**src/rtl/hr_pkg.sv**
```systemverilog
// hr_pkg: shared widths, rate scale and FSM state type for heart_period_meter
package hr_pkg;
  localparam int BPM_W = 8;
  localparam logic [BPM_W-1:0] BPM_MAX = 8'd255;
  localparam int unsigned BPM_SCALE = 60;
  typedef enum logic [1:0] {IDLE, RUN, DIV} hr_state_t;
endpackage

```
**src/rtl/hr_divider.sv**
```systemverilog
// hr_divider: sequential restoring divider, one quotient bit per cycle, done CNT_W+1 cycles after start
module hr_divider #(
  parameter int CNT_W = 32
) (
  input  logic             clk,
  input  logic             rst,
  input  logic             start,
  input  logic [CNT_W-1:0] dividend,
  input  logic [CNT_W-1:0] divisor,
  output logic [CNT_W-1:0] quotient,
  output logic             done
);
  localparam int IW = $clog2(CNT_W + 1);
  logic [CNT_W-1:0] rem, dvs;
  logic [IW-1:0] i;
  logic [CNT_W:0] sh, diff;
  always_comb begin
    sh = {rem, quotient[CNT_W-1]};
    diff = sh - {1'b0, dvs};
  end
  always_ff @(posedge clk)
    if (rst) begin
      rem <= '0;
      dvs <= '0;
      quotient <= '0;
      i <= '0;
      done <= 1'b0;
    end else begin
      done <= i == IW'(1);
      if (start) begin
        rem <= '0;
        dvs <= divisor;
        quotient <= dividend;
        i <= IW'(CNT_W);
      end else if (i != '0) begin
        rem <= diff[CNT_W] ? sh[CNT_W-1:0] : diff[CNT_W-1:0];
        quotient <= {quotient[CNT_W-2:0], ~diff[CNT_W]};
        i <= i - 1'b1;
      end
    end
endmodule

```
**src/rtl/heart_period_meter.sv**
```systemverilog
// heart_period_meter: beat-to-beat period and BPM meter; HR_GLITCH_FILTER_EN adds an input stability filter
module heart_period_meter
  import hr_pkg::*;
#(
  parameter int unsigned CLK_HZ         = 50_000_000,
  parameter int          CNT_W          = 32,
  parameter int unsigned MIN_PERIOD_CYC = CLK_HZ / 4,
  parameter int unsigned MAX_PERIOD_CYC = CLK_HZ * 3,
  parameter int unsigned FILTER_CYC     = 16
) (
  input  logic             clk,
  input  logic             rst,
  input  logic             pulse_in,
  output logic [CNT_W-1:0] period,
  output logic [BPM_W-1:0] bpm,
  output logic             bpm_valid,
  output logic             beat,
  output logic             lost
);
  localparam logic [CNT_W-1:0] DIVIDEND = CNT_W'(64'(BPM_SCALE) * 64'(CLK_HZ));
  localparam logic [CNT_W-1:0] MIN_C = CNT_W'(MIN_PERIOD_CYC);
  localparam logic [CNT_W-1:0] MAX_C = CNT_W'(MAX_PERIOD_CYC);
  if (MIN_PERIOD_CYC <= CNT_W + 2 || FILTER_CYC < 1) begin : g_bad_params
    $error("heart_period_meter: MIN_PERIOD_CYC must exceed CNT_W+2 and FILTER_CYC must be nonzero");
  end
  logic s1, s2, lvl, prev, edge_r;
  always_ff @(posedge clk)
    if (rst) begin
      s1 <= 1'b0;
      s2 <= 1'b0;
    end else begin
      s1 <= pulse_in;
      s2 <= s1;
    end
`ifdef HR_GLITCH_FILTER_EN
  localparam int FW = $clog2(FILTER_CYC + 1);
  logic [FW-1:0] fcnt;
  logic filt;
  always_ff @(posedge clk)
    if (rst) begin
      fcnt <= '0;
      filt <= 1'b0;
    end else if (s2 == filt) fcnt <= '0;
    else if (fcnt == FW'(FILTER_CYC - 1)) begin
      filt <= s2;
      fcnt <= '0;
    end else fcnt <= fcnt + 1'b1;
  assign lvl = filt;
`else
  assign lvl = s2;
`endif
  always_ff @(posedge clk)
    if (rst) begin
      prev <= 1'b0;
      edge_r <= 1'b0;
    end else begin
      prev <= lvl;
      edge_r <= lvl & ~prev;
    end
  hr_state_t state, state_n;
  logic acc, meas, tmo, fin, div_start, div_done;
  logic [CNT_W-1:0] cnt, quotient;
  hr_divider #(.CNT_W(CNT_W)) u_div (
    .clk(clk),
    .rst(rst),
    .start(div_start),
    .dividend(DIVIDEND),
    .divisor(period),
    .quotient(quotient),
    .done(div_done)
  );
  always_ff @(posedge clk) state <= rst ? IDLE : state_n;
  // an edge at cnt == MAX still passes the MIN check, so it wins over the timeout
  always_comb begin
    state_n = state;
    acc = 1'b0;
    meas = 1'b0;
    tmo = 1'b0;
    fin = 1'b0;
    case (state)
      IDLE: if (edge_r) begin
        acc = 1'b1;
        state_n = RUN;
      end
      RUN: if (edge_r && cnt >= MIN_C) begin
        acc = 1'b1;
        meas = 1'b1;
        state_n = DIV;
      end else if (cnt == MAX_C) begin
        tmo = 1'b1;
        state_n = IDLE;
      end
      DIV: if (div_done) begin
        fin = 1'b1;
        state_n = RUN;
      end
      default: state_n = IDLE;
    endcase
  end
  always_ff @(posedge clk)
    if (rst) begin
      cnt <= '0;
      period <= '0;
      bpm <= '0;
      bpm_valid <= 1'b0;
      beat <= 1'b0;
      lost <= 1'b1;
      div_start <= 1'b0;
    end else begin
      beat <= acc;
      div_start <= meas;
      bpm_valid <= fin;
      cnt <= acc ? CNT_W'(1) : (state == IDLE || tmo) ? '0 : (cnt == MAX_C) ? cnt : cnt + 1'b1;
      period <= meas ? cnt : period;
      lost <= acc ? 1'b0 : tmo ? 1'b1 : lost;
      bpm <= fin ? (|quotient[CNT_W-1:BPM_W] ? BPM_MAX : quotient[BPM_W-1:0]) : tmo ? '0 : bpm;
    end
endmodule

```
**config.mk**
```make
export PLATFORM = sky130hd
export DESIGN_NAME = heart_period_meter
export DESIGN_NICKNAME = d
export VERILOG_FILES = /design/src/rtl/hr_pkg.sv /design/src/rtl/hr_divider.sv /design/src/rtl/heart_period_meter.sv
export SDC_FILE = /design/constraint.sdc
export NUM_CORES = 1
export LEC_CHECK = 0
export CORE_AREA = 2 2 177 179
export DETAILED_ROUTE_END_ITERATION = 16
export DIE_AREA = 0 0 179 181
export GPL_TIMING_DRIVEN = 0
export PLACE_DENSITY = 0.48
export SLEW_MARGIN = 20
export SYNTH_ARGS = -nofsm -noshare
export SYNTH_HDL_FRONTEND = slang
export SYNTH_SLANG_ARGS = --single-unit
```
**constraint.sdc**
```tcl
create_clock -name clk -period 6.8 [get_ports clk]
set_input_delay 1.02 -clock clk [delete_from_list [all_inputs] [get_ports clk]]
set_output_delay 1.02 -clock clk [all_outputs]
set_load 0.02 [all_outputs]
```
Run 1, met1 routing:
Bar = 50 um.
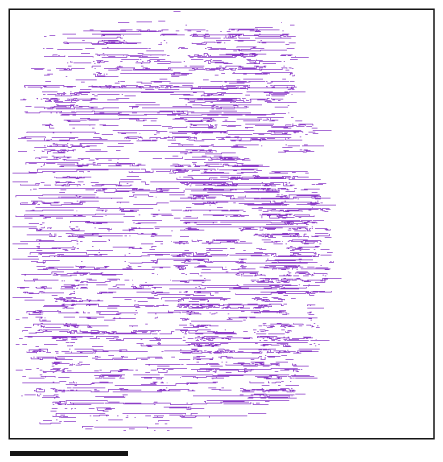
The wires run mostly horizontal. The layer holds 50% of the routed length. 1,123 nets have wire on it.

Run 1, the metal 2 layer:
Bar = 50 um. Cells faint in the background.
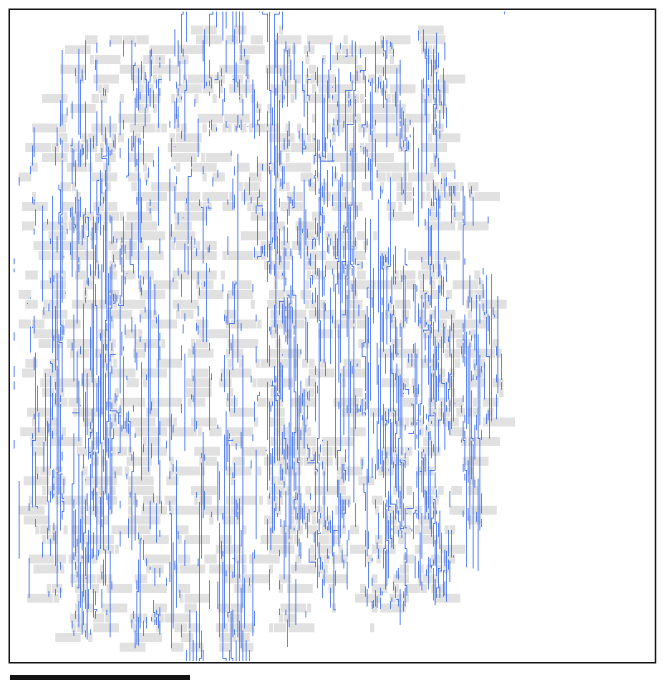
The layer carries 11,400 um of wire. 923 nets have wire on it. The wires run mostly vertical. The layer holds 47% of the routed length. The longest straight run is 80.9 um.
WL final: 24,400 um
met2 usage: 25.2%
routed vias: 7,487

Run 1, the metal 3 layer:
Bar = 50 um. Cells faint in the background.
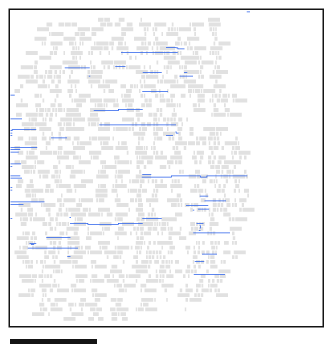
The longest straight run is 43.7 um. The layer carries 543 um of wire. The layer holds 2.2% of the routed length.
Global Route met3 Usage: 2.46%

Run 1, M4 wires:
Bar = 50 um.
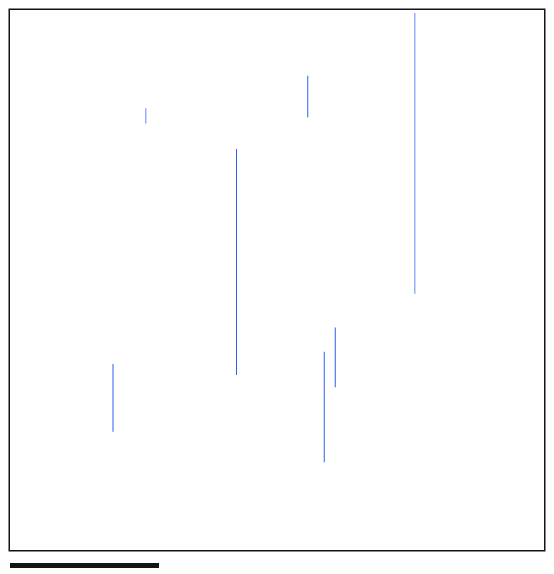
The layer holds 1.1% of the routed length. The layer carries 267 um of wire.

==> results.py, run 1 <==
# Metrics from the implementation run
metrics = {
    "outcome": {
        "run_status": "finished, final reports clean",
    },
    "synth": {
        "ys_types": 65,
        "ys_area_sq_um": 9080,
        "area_leaders": "dfxtp_1 41%, mux2i_1 7.6%, nor2_1 6.7%",
        "synth_cells": 1086,
        "yosys_warnings": 0,
        "synth_seq_share_pct": 40.8,
        "synth_top_flop_cell": "dfxtp_1",
    },
    "floorplan": {
        "fp_util_pct": 29.9,
        "die_h_um": 181,
        "die_w_um": 179,
        "core_area_sq_um": 30300,
    },
    "critical_path": {
        "worstSetupEndpointType": "register",
        "crit_fanout": 10,
        "cp.required_ps": 7100,
        "path_buffers": 3,
        "worstPathCellList": "inv_1, ha_1, inv_1, fa_1, a211oi_1, o211ai_1, a21oi_2, o31ai_2, o22ai_4, xor2_2, buf_2, nor2_1, a21oi_1, a21oi_1",
        "cp_slowest_cell": "fa_1",
    },
    "layout": {
        "fill_cells": 3192,
        "area_delta_synth_final_pct": 17.0,
        "nets": 1190,
        "final_cell_mix": "185 x dfxtp_1, 163 x nor2_1, 107 x nand2_1",
        "seq_area_sq_um": 3700,
    },
    "power": {
        "internal-power_mw": 2.56,
        "power_mw": 4.44,
    },
    "final_timing": {
        "setup_viol": 0,
        "maxSlewHeadroom_pct": 46.1,
        "holdWs_ps": 391,
    },
    "clocking": {
        "cts_hold_buffers": 0,
        "h-tree-depth": 4,
        "clk_latency_ps": 440,
        "cts_tree": "done",
        "clock-sinks": 185,
    },
    "min_path": {
        "hold_path.class": "reg -> reg",
    },
    "job": {
        "maxCapViolations": 0,
    },
    "drt": {
        "post_drt_via_cell_ratio": 4.81,
        "met2_length_um": 11400,
    },
    "global_routing": {
        "grt_pass1_vias": 7205,
        "grt_max_degree": 17,
    },
}
==> run 1: area by class of cell <==
cell class,instances,area share [%]
tap,396,4.67
multi-input combinational,788,46.1
clock buffer,20,4.30
inverter,56,1.98
sequential,185,34.9
timing repair buffer,44,4.15
buffer,57,2.58
clock inverter,12,1.32
==> run 1: power groups by stage <==
stage               clock (mW)  sequential (mW)  combinational, mW
floorplan                    0             1.26               1.63
global placement             0             1.28               2.18
detailed placement           0             1.28               2.16
CTS                       1.05             1.26               2.18
global route              1.09             1.27               2.42
finish                    1.02             1.26               2.16
==> run 1: cells by family after synthesis <==
family / after synthesis / share of synthesized area (%)
simple gates: 382 / 18.7
compound gates: 242 / 16.6
flops: 185 / 40.8
buf+inv: 113 / 5.33
mux: 70 / 7.73
xor+xnor: 56 / 5.49
fa+ha+maj: 38 / 5.32
==> inputs of run 2 (changes only) <==
clock period = 3.4 ns   (was 6.8 ns; I/O delays follow)
Run 2, track usage over the die:
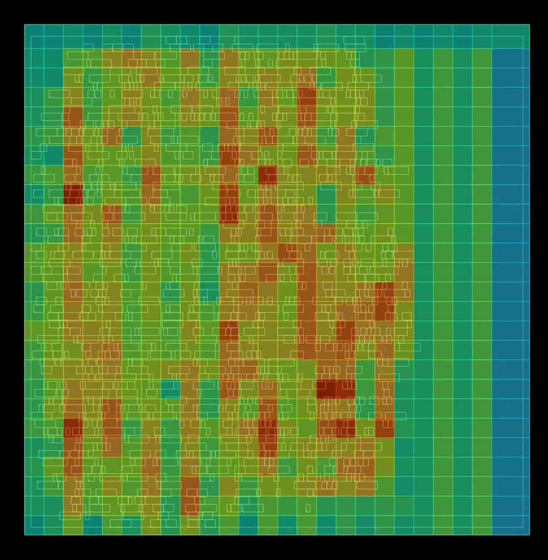
GR Util All Layers: 15.6%
drt wl/cell: 15.7 um
grt peak-use layer: met2
met2 usage: 25.2%
met1 usage: 21.3%

==> run 2 against run 1 <==
Compared with the run above: utilization is 0.17 points higher; count of clock-buffer cells in the layout unchanged; sequential power rose by 100%; hold slack about the same; worst setup slack got worse by 3100 ps; sequential cell count did not move; largest cell class unchanged.
==> results.py, run 2 <==
# Metrics from the implementation run
metrics = {
    "floorplan": {
        "fp_util_pct": 29.9,
        "core_area_sq_um": 30300,
        "die_w_um": 179,
        "tapCellCount": 396,
        "die_h_um": 181,
    },
    "global_routing": {
        "grt_max_degree": 17,
        "grt_pass1_vias": 7218,
        "globalRouteMet3Util_pct": 2.46,
        "grt_pass1_wl_um": 39500,
    },
    "layout": {
        "seq_share_pct": 34.7,
        "area_delta_synth_final_pct": 17.5,
        "ff_count": 185,
        "fill_cells": 3189,
        "logic_gate_count": 788,
        "final_cell_mix": "185 x dfxtp_1, 163 x nor2_1, 107 x nand2_1",
        "clock_buffers": 20,
        "nonClockBufferCount": 103,
        "inv_count": 56,
        "nets": 1192,
        "comb-cell-share_pct": 46.2,
        "diodes": 0,
        "bufAreaShareNonClock_pct": 6.90,
        "largest_class": "logic gates",
        "clock_area_share_pct": 5.59,
        "seq_area_sq_um": 3700,
    },
    "power": {
        "powerComb_mw": 4.43,
        "p_seq_mw": 2.52,
        "p_clk_mw": 2.04,
        "top_power_group": "combinational cells",
        "sw_frac_of_total_pct": 42.1,
        "internal-power_mw": 5.20,
    },
    "critical_path": {
        "arrival_ps": 3560,
        "path_buffers": 4,
        "crit_fanout": 10,
        "worstSetupEndpointType": "register",
        "cp.required_ps": 3700,
        "worstPathCellList": "inv_1, ha_1, inv_1, fa_1, a211oi_2, o211ai_1, a21oi_2, buf_4, o31ai_4, o22ai_4, xor2_4, buf_4, nor2_1, a21oi_1, a21oi_1",
        "cp_slowest_cell": "fa_1",
    },
    "final_timing": {
        "setup_viol": 0,
        "maxSlewHeadroom_pct": 45.7,
    },
    "synth": {
        "synth-xor-area-share_pct": 5.49,
        "ys_sh_aoi_pct": 16.6,
        "synth_flops": 185,
        "yosys_warnings": 0,
        "area_leaders": "dfxtp_1 41%, mux2i_1 7.6%, nor2_1 6.7%",
        "synth_seq_share_pct": 40.8,
        "ys_sh_adder_pct": 5.32,
        "ys_types": 65,
        "mux_area_share_pct": 7.73,
        "simple_gate_area_share_pct": 18.7,
        "synth_cells": 1086,
        "ys_area_sq_um": 9080,
        "avgSynthCellArea_sq_um": 8.36,
        "yosysTopAreaCell": "dfxtp_1",
        "synthTopLogicFamily": "simple AND/OR/NAND/NOR gates",
    },
    "clocking": {
        "cts_tree": "done",
        "clk_latency_ps": 440,
        "h-tree-depth": 4,
        "clock-sinks": 185,
        "path_clk_slew_ps": 70,
        "cts_hold_buffers": 0,
    },
    "drt": {
        "met2_length_um": 11400,
        "post_drt_via_cell_ratio": 4.80,
    },
    "job": {
        "maxCapViolations": 0,
    },
    "min_path": {
        "hold_path.class": "reg -> reg",
    },
    "outcome": {
        "run_status": "finished, final reports clean",
    },
}
Run 2, the metal 3 layer:
Bar = 50 um. Cells faint in the background.
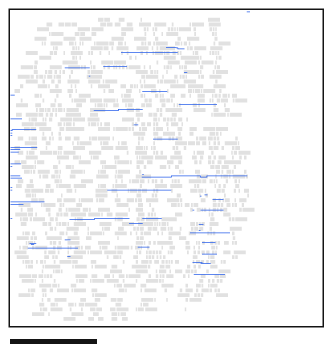
The layer holds 2.2% of the routed length. 40 nets have wire on it.
routed vias: 7,484
WL final: 24,400 um

## run 2: cell types whose count changed in the layout (fill, tap and decap cells not counted)
cell      previous run  this run
buf_4                7         9
a211oi_1            12        11
a211oi_2             0         1
buf_2                8         7
buf_6                3         4
o31ai_1              3         2
o31ai_4              0         1
xor2_2               1         0
xor2_4               0         1
## run 2: metrics by stage
stage | area, sq um | worst slack [ps] | hold WS (ps) | utilization [%]
2_1_floorplan | 9080 | 649 | 367 | -
3_3_place_gp | 10000 | -208 | 372 | 33.0
3_5_place_dp | 10000 | -199 | 383 | 33.0
4_1_cts | 10600 | 25.5 | 393 | 35.0
5_1_grt | 10700 | -5.65 | 409 | 35.2
6_report | 10700 | 137 | 391 | 35.2
Power figures rest on the tool's default switching activity, not on a simulated workload.
